$ cat src/rtl/fetch_stage.sv
// Instruction-fetch stage: owns the PC, a single-outstanding imem handshake,
// a one-entry hold buffer for stalled responses, and the IF/ID register.
module fetch_stage #(
    parameter logic [31:0] RESET_PC = 32'h0000_0000,
    parameter logic [31:0] NOP      = 32'h0000_0013
) (
    input  logic        clock,
    input  logic        reset,
    input  logic        pc_enable,
    input  logic        if_id_enable,
    input  logic        mux_sel_IF,
    input  logic        IF_flush,
    input  logic [31:0] pc_branch_value,
    output logic        imem_req,
    output logic [31:0] imem_addr,
    input  logic        imem_ready,
    input  logic [31:0] imem_rdata,
    output logic [31:0] instruction_out,
    output logic [31:0] pc_out,
    output logic        valid_out
);

    typedef enum logic [1:0] {
        FETCH = 2'd0,
        WAIT  = 2'd1,
        HOLD  = 2'd2,
        DROP  = 2'd3
    } state_t;

    state_t      state_r, state_s;
    logic [31:0] pc_r, pc_s;
    logic [31:0] buf_r, buf_s;
    logic [31:0] instr_r, instr_s;
    logic [31:0] pc_out_r, pc_out_s;
    logic        valid_r, valid_s;
    logic        req_s;
    logic        deliver_s;
    logic [31:0] deliver_word_s;
    logic        squash_s;

    assign squash_s = mux_sel_IF | IF_flush;

    // Next-state, PC update and request strobe for the fetch handshake.
    always_comb begin
        state_s        = state_r;
        pc_s           = pc_r;
        buf_s          = buf_r;
        req_s          = 1'b0;
        deliver_s      = 1'b0;
        deliver_word_s = buf_r;
        case (state_r)
            FETCH: begin
                req_s = pc_enable & ~mux_sel_IF;
                if (mux_sel_IF) begin
                    pc_s = pc_branch_value;
                end else if (pc_enable) begin
                    state_s = WAIT;
                end else begin
                    state_s = FETCH;
                end
            end
            WAIT: begin
                if (imem_ready) begin
                    if (squash_s) begin
                        state_s = FETCH;
                        if (mux_sel_IF) begin
                            pc_s = pc_branch_value;
                        end else begin
                            pc_s = pc_r;
                        end
                    end else if (if_id_enable & pc_enable) begin
                        deliver_s      = 1'b1;
                        deliver_word_s = imem_rdata;
                        state_s        = FETCH;
                    end else begin
                        buf_s   = imem_rdata;
                        state_s = HOLD;
                    end
                end else if (mux_sel_IF) begin
                    // Response still in flight: retarget now, swallow it later.
                    pc_s    = pc_branch_value;
                    state_s = DROP;
                end else begin
                    state_s = WAIT;
                end
            end
            HOLD: begin
                if (squash_s) begin
                    state_s = FETCH;
                    if (mux_sel_IF) begin
                        pc_s = pc_branch_value;
                    end else begin
                        pc_s = pc_r;
                    end
                end else if (if_id_enable & pc_enable) begin
                    deliver_s      = 1'b1;
                    deliver_word_s = buf_r;
                    state_s        = FETCH;
                end else begin
                    state_s = HOLD;
                end
            end
            DROP: begin
                if (mux_sel_IF) begin
                    pc_s = pc_branch_value;
                end else begin
                    pc_s = pc_r;
                end
                if (imem_ready) begin
                    state_s = FETCH;
                end else begin
                    state_s = DROP;
                end
            end
            default: begin
                state_s = FETCH;
            end
        endcase
        if (deliver_s) begin
            pc_s = pc_r + 32'd4;
        end else begin
            pc_s = pc_s;
        end
    end

    // IF/ID next value: flush beats hold, hold beats a new load, otherwise a bubble.
    always_comb begin
        instr_s  = instr_r;
        pc_out_s = pc_out_r;
        valid_s  = valid_r;
        if (IF_flush) begin
            instr_s = NOP;
            valid_s = 1'b0;
        end else if (!if_id_enable) begin
            instr_s = instr_r;
            valid_s = valid_r;
        end else if (deliver_s) begin
            instr_s  = deliver_word_s;
            pc_out_s = pc_r;
            valid_s  = 1'b1;
        end else begin
            instr_s = NOP;
            valid_s = 1'b0;
        end
    end

    // State, PC, hold buffer and IF/ID registers.
    always_ff @(posedge clock or negedge reset) begin
        if (!reset) begin
            state_r  <= FETCH;
            pc_r     <= RESET_PC;
            buf_r    <= 32'h0000_0000;
            instr_r  <= NOP;
            pc_out_r <= 32'h0000_0000;
            valid_r  <= 1'b0;
        end else begin
            state_r  <= state_s;
            pc_r     <= pc_s;
            buf_r    <= buf_s;
            instr_r  <= instr_s;
            pc_out_r <= pc_out_s;
            valid_r  <= valid_s;
        end
    end

    // The request is combinational so a fetch leaves in the cycle the PC is ready.
    assign imem_req        = req_s & reset;
    assign imem_addr       = pc_r;
    assign instruction_out = instr_r;
    assign pc_out          = pc_out_r;
    assign valid_out       = valid_r;

endmodule

$ cat config.mk
export PLATFORM = sky130hd
export DESIGN_NAME = fetch_stage
export DESIGN_NICKNAME = d
export VERILOG_FILES = /design/src/rtl/fetch_stage.sv
export SDC_FILE = /design/constraint.sdc
export NUM_CORES = 1
export LEC_CHECK = 0
export CELL_PAD_IN_SITES_DETAIL_PLACEMENT = 1
export CELL_PAD_IN_SITES_GLOBAL_PLACEMENT = 1
export CORE_MARGIN = 10
export CORE_UTILIZATION = 37
export CTS_BUF_LIST = sky130_fd_sc_hd__clkbuf_16
export CTS_CLUSTER_SIZE = 20
export DETAILED_ROUTE_END_ITERATION = 8
export PLACE_DENSITY = 0.82
export SLEW_MARGIN = 40
export SYNTH_ARGS = -nofsm -noshare
export SYNTH_HDL_FRONTEND = slang
export SYNTH_SLANG_ARGS = --single-unit
$ cat constraint.sdc
create_clock -name clock -period 2.2 [get_ports clock]
set_clock_uncertainty 0.05 [all_clocks]
set_input_delay 0.66 -clock clock [delete_from_list [all_inputs] [get_ports clock]]
set_output_delay 0.66 -clock clock [all_outputs]
set_load 0.01 [all_outputs]
==> Changelog: implementation <==
### Physical design

* Mean Syn Cell Area at 10.11 µm²
* Buffers & Inverters on Critical Path at 1
* Vias in the first global route at 6318
* Dominant logic cell type in the layout: nand2_1
* Share of post-route cells with drive strength above 1 at 20.33%
* Fin crit period at 2177 ps
* Max-slew headroom at 54.66%
* Core Box Area at 0.01606 mm²
* Post-place instance area at 0.008496 mm²
* Power Density at 1175 mW/mm²
* CTS tree: done
* Final ANT Viol Nets at 0
* Worst-Margin Slew at 680.1 ps
* Ranking of synthesized cells by area: dfrtp_1, nand2_1, mux2_2, mux2i_1, o21ai_0
* Hold Slack at 275.9 ps
* Worst Path Arrival at 1470 ps
* Max_cap viols at 0
* CTS Sinks at 131
* Status: complete, no violations
* CP delay by family, top: buffers and inverters
* GP Congestion at 0.8834
* Crit end category: primary output
* P&R area growth vs syn at 50.03%
* Kind of critical path: reg2out
* Die footprint at 0.02210 mm²
* Worst R2R Setup Slack at 100 ps
* Cell variety after synth at 53
* Final Max Tran Viols at 0
* CP Launch Type: flip-flop
* Global-route wire length before repair at 35480 µm
* HP Class: in2async
* Crit path required time at 1490 ps
* Slowest stage delay, CP at 580 ps
* DRT Wirelength at 22330 µm
* Core Rows at 46
* Chip Area, Yosys at 0.006125 mm²
* Detailed Routing Iterations Pass 1 at 4
* OpenROAD warning count at 31
* CP max FO at 7
* Total gr overflow at 0
* Largest net degree at the start of global routing at 53
* PortBufs at 168
* Nets at 901
* Routed wire per std cell at 21.20 µm
* Die width at 148.7 µm
* Cts bufs inserted at 17
* Via count at 5632
* Root Buffer Master: clkbuf_16
* Cell accounting for the most synthesized area: dfrtp_1
* Hold Fails Final Rpt at 0
* Setup violators final at 0
* Vias per inst at 5.349
* Ys flops at 131
* Top-area cell share at 52.30%
* Post-synthesis sequential area ratio at 53.59%
* Top Ports at 169
* Fin Setup TNS at 0 ps
* Syn Nets at 684
* Clock buffer depth at 2
-- stage by stage --
step                instances  utilization [%]  worst slack [ps]  power [mW]
floorplan                 606                -             166.5       5.544
global placement         1012            52.91            -427.6       7.671
detailed placement       1012            52.91            -488.4       7.914
CTS                      1046            56.50            0.1604       10.71
global route             1053            57.22            -40.23       11.44
finish                   1053            57.22             23.05       10.80
-- path summary, 6_finish.rpt --
path | startpoint | endpoint | cells past startpoint
worst max-delay path | imem_addr[10]$_DFF_PN0_ | imem_addr[10] | 1
worst min register to register | pc_out[22]$_DFFE_PN0P_ | pc_out[22]$_DFFE_PN0P_ | 2
worst max register to register | state_r[0]$_DFFE_PN0P_ | imem_addr[10]$_DFF_PN0_ | 10
min in group clock | pc_out[22]$_DFFE_PN0P_ | pc_out[22]$_DFFE_PN0P_ | 2
max in group asynchronous | reset | imem_addr[24]$_DFF_PN0_ | 3
worst min-delay path | reset | buf_r[4]$_DFFE_PN0P_ | 2
-- power by group --
group | switching (mW) | internal (mW)
clock | 1.14 | 1.56
sequential | 0.771 | 3.29
combinational | 1.90 | 2.13
total | 3.81 | 6.99
-- final cells by class --
class	instances	area, µm²	share of cell area [%]
flip-flops and latches	131	3304	35.96
multi-input cells	431	2690	29.28
repair buffers	235	2333	25.39
clock buffers	17	425.4	4.630
well taps	216	270.3	2.941
clock inverters	15	136.4	1.484
inverters	7	26.28	0.2859
diodes	1	2.502	0.02723
-- what timing repair did --
action,4_1_cts,5_1_grt
hold buffers,0,0
resized,31,17
buffers inserted,2,5
pin swaps,0,3
gates cloned,0,1
setup endpoints to repair,49,21
-- state kept, by name, summed over array words and instances, names as in the netlist --
signal	count
buf_r	32
imem_addr	32
instruction_out	32
pc_out	32
state_r	2
valid_out	1
-- layer usage --
| metal | wire [µm] | global-route usage [%] | share of wire [%] |
|---|---|---|---|
| met5 | 0 | 0 | 0 |
| met4 | 645 | 8.573 | 2.9 |
| met3 | 1059 | 4.157 | 4.7 |
| met2 | 11760 | 35.25 | 53 |
| met1 | 8866 | 23.24 | 40 |
-- cell families after synthesis --
kind of cell | share of synthesized area (%)
AND-OR/OR-AND | 12.03
XOR/XNOR | 0.1430
adder cells (fa/ha/maj) | 1.430
buffers and inverters | 3.289
flip-flops | 53.59
multiplexers | 11.79
AND/OR/NAND/NOR | 17.73
-- synth_stat cells, types with 3 or more instances --
library cell / count
nor3_1: 8
mux2i_1: 35
nor2_1: 14
buf_4: 4
clkbuf_1: 14
buf_2: 16
nand3_1: 21
a221o_1: 3
o311ai_0: 5
dfrtp_1: 128
mux2_2: 32
ha_1: 7
a21oi_1: 15
a32oi_1: 4
a21o_1: 3
o21ai_0: 57
dfstp_2: 3
a31oi_1: 8
nand2_1: 156
and3_1: 5
o211ai_1: 10
o311ai_1: 3
inv_1: 7
nand4_1: 9
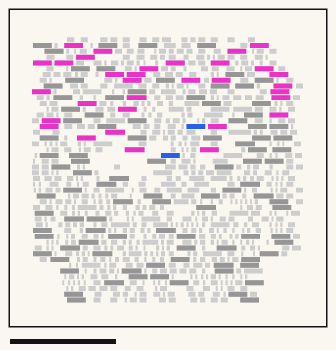
Figure 1: where the registers sit.
The bar under the picture is 50 µm long.
[magenta] instruction_out | placed flops: 32
[blue] state_r | placed flops: 2
not coloured: 97

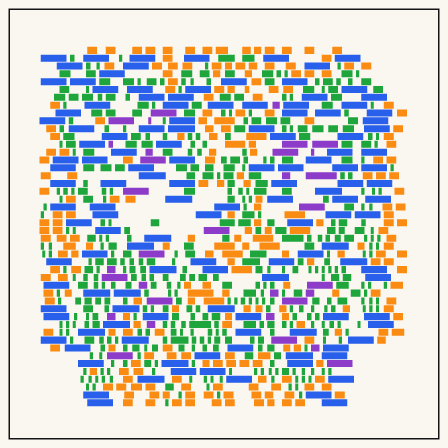
Figure 2: placement by cell class.
[orange] other buffers and delay cells | cells: 235 | share of their area: 26%
[blue] flip-flops | cells: 131 | share of their area: 37%
[green] all other logic | cells: 438 | share of their area: 30%
[purple] clock drivers and dummy loads | cells: 32 | share of their area: 6.3%

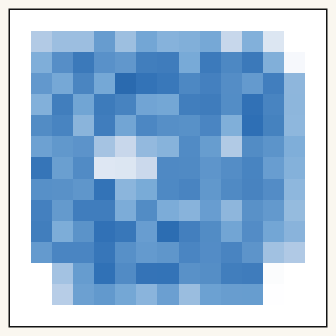
Figure 3: placement density heat map.
The die is cut into 15 by 15 equal tiles; white is low, dark blue is high, 0 to 100% covered.
fullest tile: 77%
mean over tiles: 40%
nearly empty tiles: 28%
tiles over 75% full: 0.90%
emptiest ninth of the die: bottom right

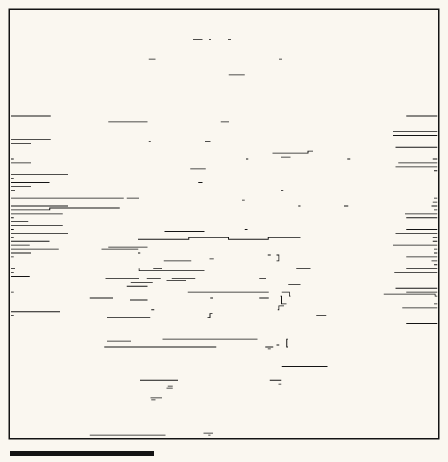
Figure 4: met3 routing.
The bar under the picture is 50 µm long.
nets with wire on the layer: 104
longest straight run: 38.9 µm

Power figures rest on the tool's default switching activity, not on a simulated workload.
